$ cat src/rtl/msi_irq_sched_if.sv
// Interrupt scheduler bundle: request/moderation inputs from the rx/tx irq
// generators and the host config, plus the PCIe endpoint cfg_interrupt port.
// master: scheduler side (drives cfg_interrupt_n/di and msi_cnt).
// slave : environment side (irq generators, host config, endpoint).
interface msi_irq_sched_if #(
    parameter int TIMER_W = 16,
    parameter int CNT_W   = 16
);
    logic               rx_irq_req;          // level request, rx generator
    logic               tx_irq_req;          // level request, tx generator
    logic               rx_evt;              // 1-cycle pulse per rx pointer update
    logic               tx_evt;              // 1-cycle pulse per tx pointer update
    logic               irq_en;              // host MSI enable
    logic [TIMER_W-1:0] holdoff;             // min cycles between MSIs of one source
    logic [CNT_W-1:0]   pkt_th;              // event count that bypasses holdoff
    logic               cfg_interrupt_n;     // active-low interrupt request
    logic               cfg_interrupt_rdy_n; // active-low accept from endpoint
    logic [7:0]         cfg_interrupt_di;    // MSI vector
    logic [31:0]        msi_cnt;             // completed handshakes

    modport master (
        input  rx_irq_req, tx_irq_req, rx_evt, tx_evt, irq_en, holdoff, pkt_th,
        input  cfg_interrupt_rdy_n,
        output cfg_interrupt_n, cfg_interrupt_di, msi_cnt
    );

    modport slave (
        output rx_irq_req, tx_irq_req, rx_evt, tx_evt, irq_en, holdoff, pkt_th,
        output cfg_interrupt_rdy_n,
        input  cfg_interrupt_n, cfg_interrupt_di, msi_cnt
    );
endinterface

$ cat src/rtl/msi_irq_sched.sv
// Purpose: moderates rx/tx interrupt requests (holdoff timer + event-count bypass),
//          round-robins them and drives the endpoint cfg_interrupt handshake.
// Latency: eligibility sampled in cycle N -> cfg_interrupt_n low in N+1; >=3 cycles between asserts.
// Backpressure: request held indefinitely until cfg_interrupt_rdy_n is sampled low; never aborted.
// Ports: clk, rst (sync, active-high); bus = msi_irq_sched_if.master (see interface for fields).
module msi_irq_sched #(
    parameter int TIMER_W = 16,
    parameter int CNT_W   = 16
) (
    input  logic              clk,
    input  logic              rst,
    msi_irq_sched_if.master   bus
);
    typedef enum logic [1:0] {IDLE, REQ, GAP} state_t;

    // Source index 0 = rx, 1 = tx; the index doubles as the MSI vector.
    state_t             state_q, state_d;
    logic               grant_q;
    logic               last_q;
    logic [TIMER_W-1:0] tmr_q [2];
    logic [CNT_W-1:0]   evc_q [2];
    logic [1:0]         req;
    logic [1:0]         evt;
    logic [1:0]         elig;
    logic [1:0]         done_src;
    logic               pick;
    logic               issue;
    logic               done;

    assign req = {bus.tx_irq_req, bus.rx_irq_req};
    assign evt = {bus.tx_evt, bus.rx_evt};

    // A source may fire once its holdoff has run out, or early once enough
    // events have piled up since its last MSI.
    always_comb begin
        elig = '0;
        for (int i = 0; i < 2; i++) begin
            elig[i] = req[i] & ((tmr_q[i] == '0) |
                                ((bus.pkt_th != '0) & (evc_q[i] >= bus.pkt_th)));
        end
    end

    always_comb begin
        state_d = state_q;
        issue   = 1'b0;
        done    = 1'b0;
        // On a tie the source that did not complete last wins.
        pick    = (elig == 2'b11) ? ~last_q : elig[1];
        case (state_q)
            IDLE: begin
                if (bus.irq_en && (elig != 2'b00)) begin
                    issue   = 1'b1;
                    state_d = REQ;
                end
            end
            REQ: begin
                if (!bus.cfg_interrupt_rdy_n) begin
                    done    = 1'b1;
                    state_d = GAP;
                end
            end
            GAP:     state_d = IDLE;
            default: state_d = IDLE;
        endcase
    end

    assign done_src = {done & grant_q, done & ~grant_q};

    always_ff @(posedge clk) begin
        if (rst) begin
            state_q              <= IDLE;
            grant_q              <= 1'b0;
            last_q               <= 1'b1;
            bus.cfg_interrupt_n  <= 1'b1;
            bus.cfg_interrupt_di <= 8'h00;
            bus.msi_cnt          <= 32'd0;
        end else begin
            state_q <= state_d;
            if (issue) begin
                grant_q              <= pick;
                bus.cfg_interrupt_di <= {7'd0, pick};
                bus.cfg_interrupt_n  <= 1'b0;
            end
            if (done) begin
                bus.cfg_interrupt_n <= 1'b1;
                last_q              <= grant_q;
                bus.msi_cnt         <= bus.msi_cnt + 32'd1;
            end
        end
    end

    // Moderation state keeps running for both sources regardless of FSM state.
    always_ff @(posedge clk) begin
        for (int i = 0; i < 2; i++) begin
            if (rst) begin
                tmr_q[i] <= '0;
                evc_q[i] <= '0;
            end else if (done_src[i]) begin
                tmr_q[i] <= bus.holdoff;
                evc_q[i] <= CNT_W'(evt[i]);
            end else begin
                if (tmr_q[i] != '0) begin
                    tmr_q[i] <= tmr_q[i] - TIMER_W'(1);
                end
                if (evt[i] && (evc_q[i] != '1)) begin
                    evc_q[i] <= evc_q[i] + CNT_W'(1);
                end
            end
        end
    end
endmodule
$ cat src/flat_wrapper.sv
// flat-port wrapper written by rule: the top's interface ports become plain ports
module msi_irq_sched_flat 
#(
    parameter int TIMER_W = 16,
    parameter int CNT_W   = 16
)
  (clk, rst, bus_rx_irq_req, bus_tx_irq_req, bus_rx_evt, bus_tx_evt, bus_irq_en, bus_holdoff, bus_pkt_th, bus_cfg_interrupt_rdy_n, bus_cfg_interrupt_n, bus_cfg_interrupt_di, bus_msi_cnt);
  msi_irq_sched_if #(.TIMER_W(TIMER_W), .CNT_W(CNT_W)) bus_i ();
  input  logic clk;
  input  logic rst;
  input wire logic [$bits(bus_i.rx_irq_req)-1:0] bus_rx_irq_req;
  input wire logic [$bits(bus_i.tx_irq_req)-1:0] bus_tx_irq_req;
  input wire logic [$bits(bus_i.rx_evt)-1:0] bus_rx_evt;
  input wire logic [$bits(bus_i.tx_evt)-1:0] bus_tx_evt;
  input wire logic [$bits(bus_i.irq_en)-1:0] bus_irq_en;
  input wire logic [$bits(bus_i.holdoff)-1:0] bus_holdoff;
  input wire logic [$bits(bus_i.pkt_th)-1:0] bus_pkt_th;
  input wire logic [$bits(bus_i.cfg_interrupt_rdy_n)-1:0] bus_cfg_interrupt_rdy_n;
  output wire logic [$bits(bus_i.cfg_interrupt_n)-1:0] bus_cfg_interrupt_n;
  output wire logic [$bits(bus_i.cfg_interrupt_di)-1:0] bus_cfg_interrupt_di;
  output wire logic [$bits(bus_i.msi_cnt)-1:0] bus_msi_cnt;
  assign bus_i.rx_irq_req = bus_rx_irq_req;
  assign bus_i.tx_irq_req = bus_tx_irq_req;
  assign bus_i.rx_evt = bus_rx_evt;
  assign bus_i.tx_evt = bus_tx_evt;
  assign bus_i.irq_en = bus_irq_en;
  assign bus_i.holdoff = bus_holdoff;
  assign bus_i.pkt_th = bus_pkt_th;
  assign bus_i.cfg_interrupt_rdy_n = bus_cfg_interrupt_rdy_n;
  assign bus_cfg_interrupt_n = bus_i.cfg_interrupt_n;
  assign bus_cfg_interrupt_di = bus_i.cfg_interrupt_di;
  assign bus_msi_cnt = bus_i.msi_cnt;
  msi_irq_sched #(.TIMER_W(TIMER_W), .CNT_W(CNT_W)) u_core (.clk(clk), .rst(rst), .bus(bus_i));
endmodule
$ cat config.mk
export PLATFORM = sky130hd
export DESIGN_NAME = msi_irq_sched_flat
export DESIGN_NICKNAME = d
export VERILOG_FILES = /design/src/rtl/msi_irq_sched_if.sv /design/src/rtl/msi_irq_sched.sv /design/src/flat_wrapper.sv
export SDC_FILE = /design/constraint.sdc
export NUM_CORES = 1
export LEC_CHECK = 0
export CORE_MARGIN = 4
export CORE_UTILIZATION = 30
export DETAILED_ROUTE_END_ITERATION = 6
export DONT_BUFFER_PORTS = 1
export GPL_TIMING_DRIVEN = 0
export SLEW_MARGIN = 30
export SYNTH_ARGS = -nofsm -noshare
export SYNTH_HDL_FRONTEND = slang
export SYNTH_SLANG_ARGS = --single-unit
$ cat constraint.sdc
create_clock -name clk -period 2.1 [get_ports clk]
set_clock_uncertainty 0.05 [all_clocks]
set_input_delay 0.315 -clock clk [delete_from_list [all_inputs] [get_ports clk]]
set_output_delay 0.315 -clock clk [all_outputs]
set_load 0.05 [all_outputs]
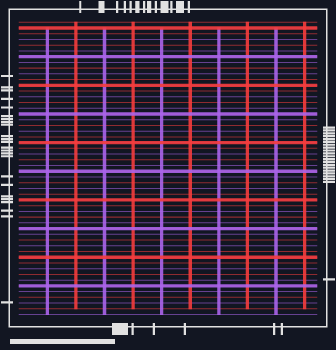
*PDN straps and rails, run 1*
Bar = 50 um. Pins as bars on the die edge.
purple -> VSS
red -> VDD
signal pins = 81
met1 rails = 52

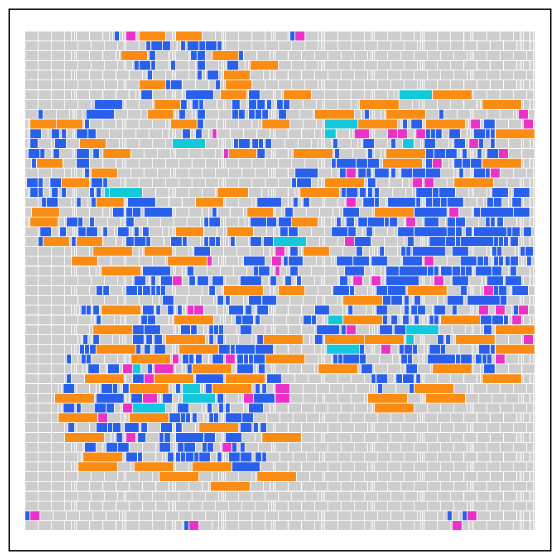
*Placement by cell class, run 1*
Fill, decap, tap and diode cells in grey.
orange -> flip-flops  # cells 101, share of their area 38%
magenta -> other buffers and delay cells  # cells 59, share of their area 6.3%
blue -> all other logic  # cells 526, share of their area 52%
cyan -> clock drivers and dummy loads  # cells 16, share of their area 4.0%

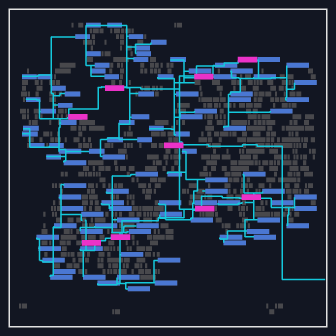
*Routed clock nets over the placement, run 1*
cyan -> clock wires  # length 1,500 um
blue -> flip-flops  # count 101
magenta -> cells driving clock nets  # count 9
routed clock nets = 10
clock share of power: 0.249
Late-Pin Clk Latency: 0.36 ns
Clock Power: 1650 uW

==> results.cfg, run 1 <==
; implementation run metrics
[detailed_routing]
vias = 4666
wire_per_inst_um = 15.4
wl_met2_um = 7030
avgViaCountPerCell = 4.83
drc = 0
dr.pass1.iters = 4
ant_nets = 0
routed.top_layer = met4
dr_wl_met3_um = 1050

[cells_and_area]
nets = 776
nonClkBufAreaFrac = 0.0598
num_antenna_cells = 0
logic_gates = 496
clkCellAreaFrac = 0.0381
area_growth_pct = 23.2
largest_class = logic gates
design.seq.count = 101
nNonClkInverters = 30
num-nonclk-buffers = 59
instances_no_fill = 967
regArea_sq_um = 2680
drive_gt1_frac = 0.212

[setup_path]
cpPeakStageDelay_ns = 0.44
criticalPathCategory = reg2reg
crit_path_cell_trace = ha_1 > nand4_1 > or3_1 > a31oi_1 > o41a_1 > o211ai_1 > a311o_1

[synth]
syn_area_sq_um = 6050
synthFlopType = edfxtp_1
ys_cells = 638
yosysMostFrequentCell = nor2_1
ys_seq_share = 0.440
syn_avg_cell_area_sq_um = 9.48
yosys_warnings = 0
synthTopCellsByArea = edfxtp_1 32%, dfxtp_1 12%, ha_1 8.1%, xor2_1 5.9%, xnor2_1 5.2%
edf_count = 64
synthDistinctLibCells = 56
syn_inst = 638
async_reset_ff_frac = 0
netlist.area_leader.share = 0.318

[clock_network]
root_buffer = clkbuf_16
tritoncts = yes
cts_made_buffers = 9
htreeDepth = 3

[hold_path]
min_path_type = in2reg

[outcome]
status = finished with violations
violations = setup timing

[sta]
setup_viol = 34
timing.fmax_ghz = 0.430
drv_slew = 0
tightest_slew_ns = 0.992
max-slew-margin-rel = 0.339
setup_tns_ns = -2.06
rsz0062_at_grt = true
final.setup.worst_slack_ns = -0.225
hold_viol = 0
fin_crit_sh = 1.11

[global_route]
grt_start_max_net_pins = 19
grt_pass1_wl_um = 23400
antenna_found_initial = 0

[floorplan]
die_area_sq_um = 22500
fp_util = 0.308
die_h_um = 150
ios = 81

[power_and_ir_drop]
power_density_nw_per_um2 = 888
p_leak_uw = 0.00284
ir_drop_v = 0.000503

[placed_design]
post-dp-hpwl_um = 11000
io_buffers = 0
gp_congestion = 0.811
## run 1: worst register-to-register path, delay by kind of cell, from the launching register on
family                     cells  cell delay, ns
AOI/OAI and AO/OA              4            0.90
and+or+nand+nor                2            0.51
DFF                            1            0.44
adders and majority gates      1            0.32
## run 1: what timing repair did
| action | in CTS | in global routing |
|---|---|---|
| pin swaps | 10 | 24 |
| endpoints found under the setup margin | 135 | 136 |
| cloned | 0 | 2 |
| resized | 42 | 55 |
| setup buffers | 19 | 22 |
| hold buffers | 0 | 0 |
## run 1: cell usage in the layout, fill, tap and decap left out, types with 3 or more instances in the layout
master and count:
nor3_1 11, ha_4 8, nor2b_1 3, nor4_1 7, o21ai_1 4, a31oi_1 3
buf_4 47, clkbuf_16 9, clkbuf_1 5, dfxtp_1 24, nand3_1 27, conb_1 7
nand2_1 71, nor4_4 8, and3_1 6, and4_1 6, edfxtp_1 64, xor2_1 41
nand2b_1 3, nand4_1 16, a21o_1 4, dfxtp_2 12, ha_1 29, nand4_4 4
a21oi_1 21, nor2_1 78, buf_6 4, xnor2_1 36, o21ai_0 29, nor3_2 4
o21ai_2 9, inv_1 30, and2_1 6, or3_1 9, nand2_4 4
## run 1: where the power goes
| part | total (uW) | internal (uW) | switching [uW] |
|---|---|---|---|
| clock network | 1650 | 857 | 793 |
| logic | 2110 | 1010 | 1100 |
| registers | 2860 | 2500 | 357 |
| total | 6620 | 4370 | 2250 |
## run 1: per-layer routing
metal | track usage | vias to the layer above
li1 | - | 2384
met1 | 0.169 | 2191
met2 | 0.214 | 83
met3 | 0.0494 | 8
met4 | 0.0329 | 0
met5 | 0 | -
## run 1: stage by stage
step	power (uW)	instance area, sq um	util
2_1_floorplan	4120	6110	-
3_3_place_gp	4480	6450	0.328
3_5_place_dp	4510	6450	0.328
4_1_cts	6320	7030	0.358
5_1_grt	7030	7450	0.379
6_report	6620	7450	0.379
## run 1: cells by family (layout without fill, tap and decap cells)
group                    after synthesis  count (layout)  share of synthesized area
AND-OR/OR-AND                         86              86                     0.0840
adder cells (fa/ha/maj)               39              39                     0.0807
XOR/XNOR                              77              77                      0.112
AND/OR/NAND/NOR                      286             287                      0.247
flip-flops                           101             101                      0.440
other                                  1               7                   0.000620
buffers and inverters                 48             105                     0.0356
## run 1: state kept, by name, summed over array words and instances (netlist names)
name	count
u_core.bus.cfg_interrupt_n	1
u_core.state_q	2
u_core.last_q	1
u_core.grant_q	1
u_core.tmr_q	32
u_core.evc_q	32
u_core.bus.msi_cnt	32
## run 1: final timing paths
check	end	cells after the start	start	slack, ns
max	u_core.bus.cfg_interrupt_n	7	u_core.evc_q[0][13]	-0.23
max reg2reg	u_core.bus.cfg_interrupt_n	7	u_core.evc_q[0][13]	-0.23
min reg2reg	u_core.last_q	2	u_core.last_q	0.42
min	u_core.tmr_q[1][5]	1	bus_holdoff[5]	0.09
### Metal layers overlaid, run 1

Bar = 50 um. Two of the layers only.
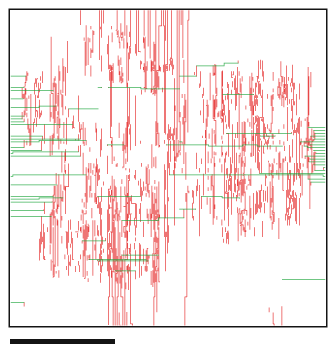

==> run 2, diff against run 1 <==
--- a/config.mk
+++ b/config.mk
@@ -5,11 +5,15 @@
 export SDC_FILE = /design/constraint.sdc
 export NUM_CORES = 1
 export LEC_CHECK = 0
+export ABC_AREA = 0
+export CELL_PAD_IN_SITES_DETAIL_PLACEMENT = 0
+export CELL_PAD_IN_SITES_GLOBAL_PLACEMENT = 1
 export CORE_MARGIN = 4
-export CORE_UTILIZATION = 30
+export CORE_UTILIZATION = 45
 export DETAILED_ROUTE_END_ITERATION = 6
 export DONT_BUFFER_PORTS = 1
 export GPL_TIMING_DRIVEN = 0
+export PLACE_DENSITY_LB_ADDON = 0.1
 export SLEW_MARGIN = 30
 export SYNTH_ARGS = -nofsm -noshare
 export SYNTH_HDL_FRONTEND = slang
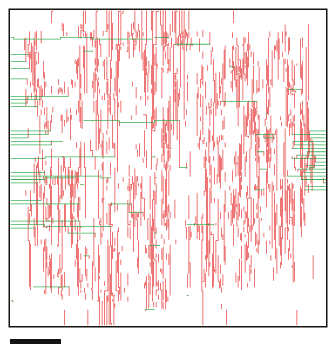
*Metal layers overlaid, run 2*
Bar = 20 um. Two of the layers only.
green -> met3  # wire length 782 um
red -> met2  # wire length 6,810 um
via count: 4,679
Total Routing Usage GR: 0.191
WL/cell: 16.5 um

==> run 2 against run 1 <==
  * The flow still finishes with violations (setup timing)
  * Sequential share of layout area is 1.3 points higher
  * Setup slack worse by 0.039 ns
  * Critical path depth stayed put
  * Via count is 0.28% higher
  * Utilization is 17 points higher
  * Largest cell class unchanged
==> results.cfg, run 2 <==
; implementation run metrics
[cells_and_area]
final_cell_mix = 78 x nor2_1, 72 x nand2_1, 64 x edfxtp_1
fin_util = 0.551
area_growth_pct = 20.3
nets = 771
final_area_sq_um = 7270
drive_gt1_frac = 0.199
num_antenna_cells = 0
lay_top_count = nor2_1
reg_top3 = u_core.bus.msi_cnt x32, u_core.evc_q x32, u_core.tmr_q x32
fill_cells = 1208

[detailed_routing]
ant_nets = 0
dr.pass1.iters = 4
avgViaCountPerCell = 5.36
finalWirelength_um = 14400
drtIter0Drc = 176
drc = 0

[clock_network]
tritoncts = yes
cts_made_buffers = 9
cts.clk_slew.worst_paths_ns = 0.07
numClockSinks = 101
postCtsHoldBufs = 0
root_buffer = clkbuf_16
htreeDepth = 3
clk_latency_ns = 0.35
clock_path_buffers = 2

[setup_path]
startpoint = u_core.evc_q[1][15]
r2r_start = u_core.evc_q[1][15]
crit_required_ns = 2.29
crit_path_end_kind = flip-flop
critPathMaxFanout = 3
criticalPathCategory = reg2reg
arrival_ns = 2.55
worst_setup_path_start_kind = flip-flop

[global_route]
grt_start_max_net_pins = 17
antenna_found_initial = 0
grt_pass1_vias = 4637
overflow = 0
grt_pass1_wl_um = 22700

[synth]
edf_count = 64
yosys.area.top_type = edfxtp_1
ys_cells = 638
ys_seq_share = 0.440
async_reset_ff_frac = 0
synthTopCellsByCount = 80 x nor2_1, 76 x nand2_1, 64 x edfxtp_1
syn_inst = 638
synthTopCellsByArea = edfxtp_1 32%, dfxtp_1 12%, ha_1 8.1%, xor2_1 5.9%, xnor2_1 5.2%
syn_area_sq_um = 6050
syn_avg_cell_area_sq_um = 9.48
synthDistinctLibCells = 56
ys_area_sq_um = 6050
yosys_warnings = 0
yosysMostFrequentCell = nor2_1
synthFlopType = edfxtp_1
ys_ff = 101
netlist.area_leader.share = 0.318

[sta]
drv_slew = 0
tightest_slew_ns = 0.863
fin_crit_sh = 1.13
hold_viol = 0
max-slew-margin-rel = 0.425
rsz0062_at_grt = true
final.setup.worst_slack_ns = -0.264
timing.fmax_ghz = 0.423
setup_viol = 53
period_minus_slack_ns = 2.36

[outcome]
violations = setup timing
status = finished with violations

[floorplan]
ios = 81
fp_util = 0.459
die_h_um = 124
rows = 42
die_x_um = 124
die_area_sq_um = 15400

[power_and_ir_drop]
p_leak_uw = 0.00280
power_density_nw_per_um2 = 906

[hold_path]
hp-start = bus_holdoff[5]
min_path_type = in2reg

[placed_design]
dpl_cell_area_sq_um = 6330
post-dp-hpwl_um = 10500
io_buffers = 0
gp_congestion = 0.842

[flow_run]
maxCapViolCount = 0
warnings = 31
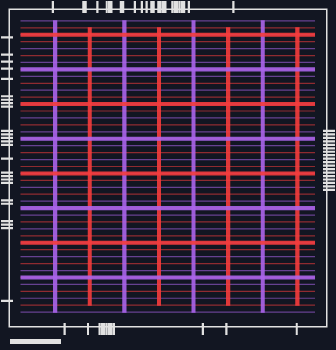
*PDN straps and rails, run 2*
Bar = 20 um. Pins as bars on the die edge.
purple -> VSS
red -> VDD
met5 straps = 8
rows = 42
met1 rails = 43
signal pins = 81
met4 straps = 8
core area: 13,200 sq um
Worst IR Drop VDD: 0.000537 V

[run 2: per-stage QoR]
| step | power, uW | setup WS, ns | setup TNS [ns] | hold slack, ns | cells |
|---|---|---|---|---|---|
| CTS | 6520 | -0.243 | -2.39 | 0.0848 | 857 |
| detailed placement | 4510 | -0.444 | -36.32 | 0.420 | 820 |
| global placement | 4460 | -0.439 | -31.37 | 0.407 | 820 |
| floorplan | 4120 | -0.0709 | -0.0709 | 0.393 | 644 |
| global route | 6990 | -0.345 | -10.59 | 0.0915 | 873 |
| finish | 6590 | -0.264 | -2.44 | 0.0958 | 873 |
[run 2: area by class of cell]
type	count	area, sq um	area share
clock inverter	4	27.5	0.00378
tap	176	220	0.0303
multi-input combinational	495	3520	0.483
inverter	30	113	0.0155
clock buffer	12	279	0.0384
buffer	18	126	0.0174
timing repair buffer	37	278	0.0382
sequential	101	2710	0.373
[run 2: report_power, final]
part           switching, uW  internal, uW  total [uW]
combinational           1010           989        2000
sequential               378          2500        2870
clock                    762           950        1710
total                   2150          4430        6590
[run 2: worst paths after layout]
| path | depth (start not counted) | to | slack [ns] |
|---|---|---|---|
| worst max register to register | 7 | u_core.bus.cfg_interrupt_n | -0.26 |
| worst min-delay path | 1 | u_core.tmr_q[1][5] | 0.1 |
| worst max-delay path | 7 | u_core.bus.cfg_interrupt_n | -0.26 |
| worst min register to register | 2 | u_core.last_q | 0.42 |
[run 2: worst max-delay path, stage by stage, from the launching register on]
cell and delay [ns]:
edfxtp_1 0.48, ha_4 0.34, nand4_4 0.10, nor3_2 0.18, or4b_4 0.49, a31oi_4 0.19
nand2_1 0.10, a311o_1 0.32
[run 2: cell families after synthesis]
logic type | count (synthesis) | synth area share
AOI/OAI and AO/OA | 86 | 0.0840
xor gates and xnor gates | 77 | 0.112
adders and majority gates | 39 | 0.0807
buffers and inverters | 48 | 0.0356
DFF | 101 | 0.440
other | 1 | 0.000620
and+or+nand+nor | 286 | 0.247
[run 2: timing repair]
action | CTS | global route
setup buffers | 21 | 16
pin swaps | 14 | 11
gates resized | 59 | 26
setup endpoints to repair | 135 | 126
[run 2: metal layers]
metal / global-route usage / vias up / share of wire
li1: - / 2366 / -
met1: 0.244 / 2201 / 0.45
met2: 0.314 / 95 / 0.47
met3: 0.0413 / 17 / 0.054
met4: 0.0808 / 0 / 0.019
met5: 0 / - / 0
No activity file was given, so power comes from the tool's default toggle rates.
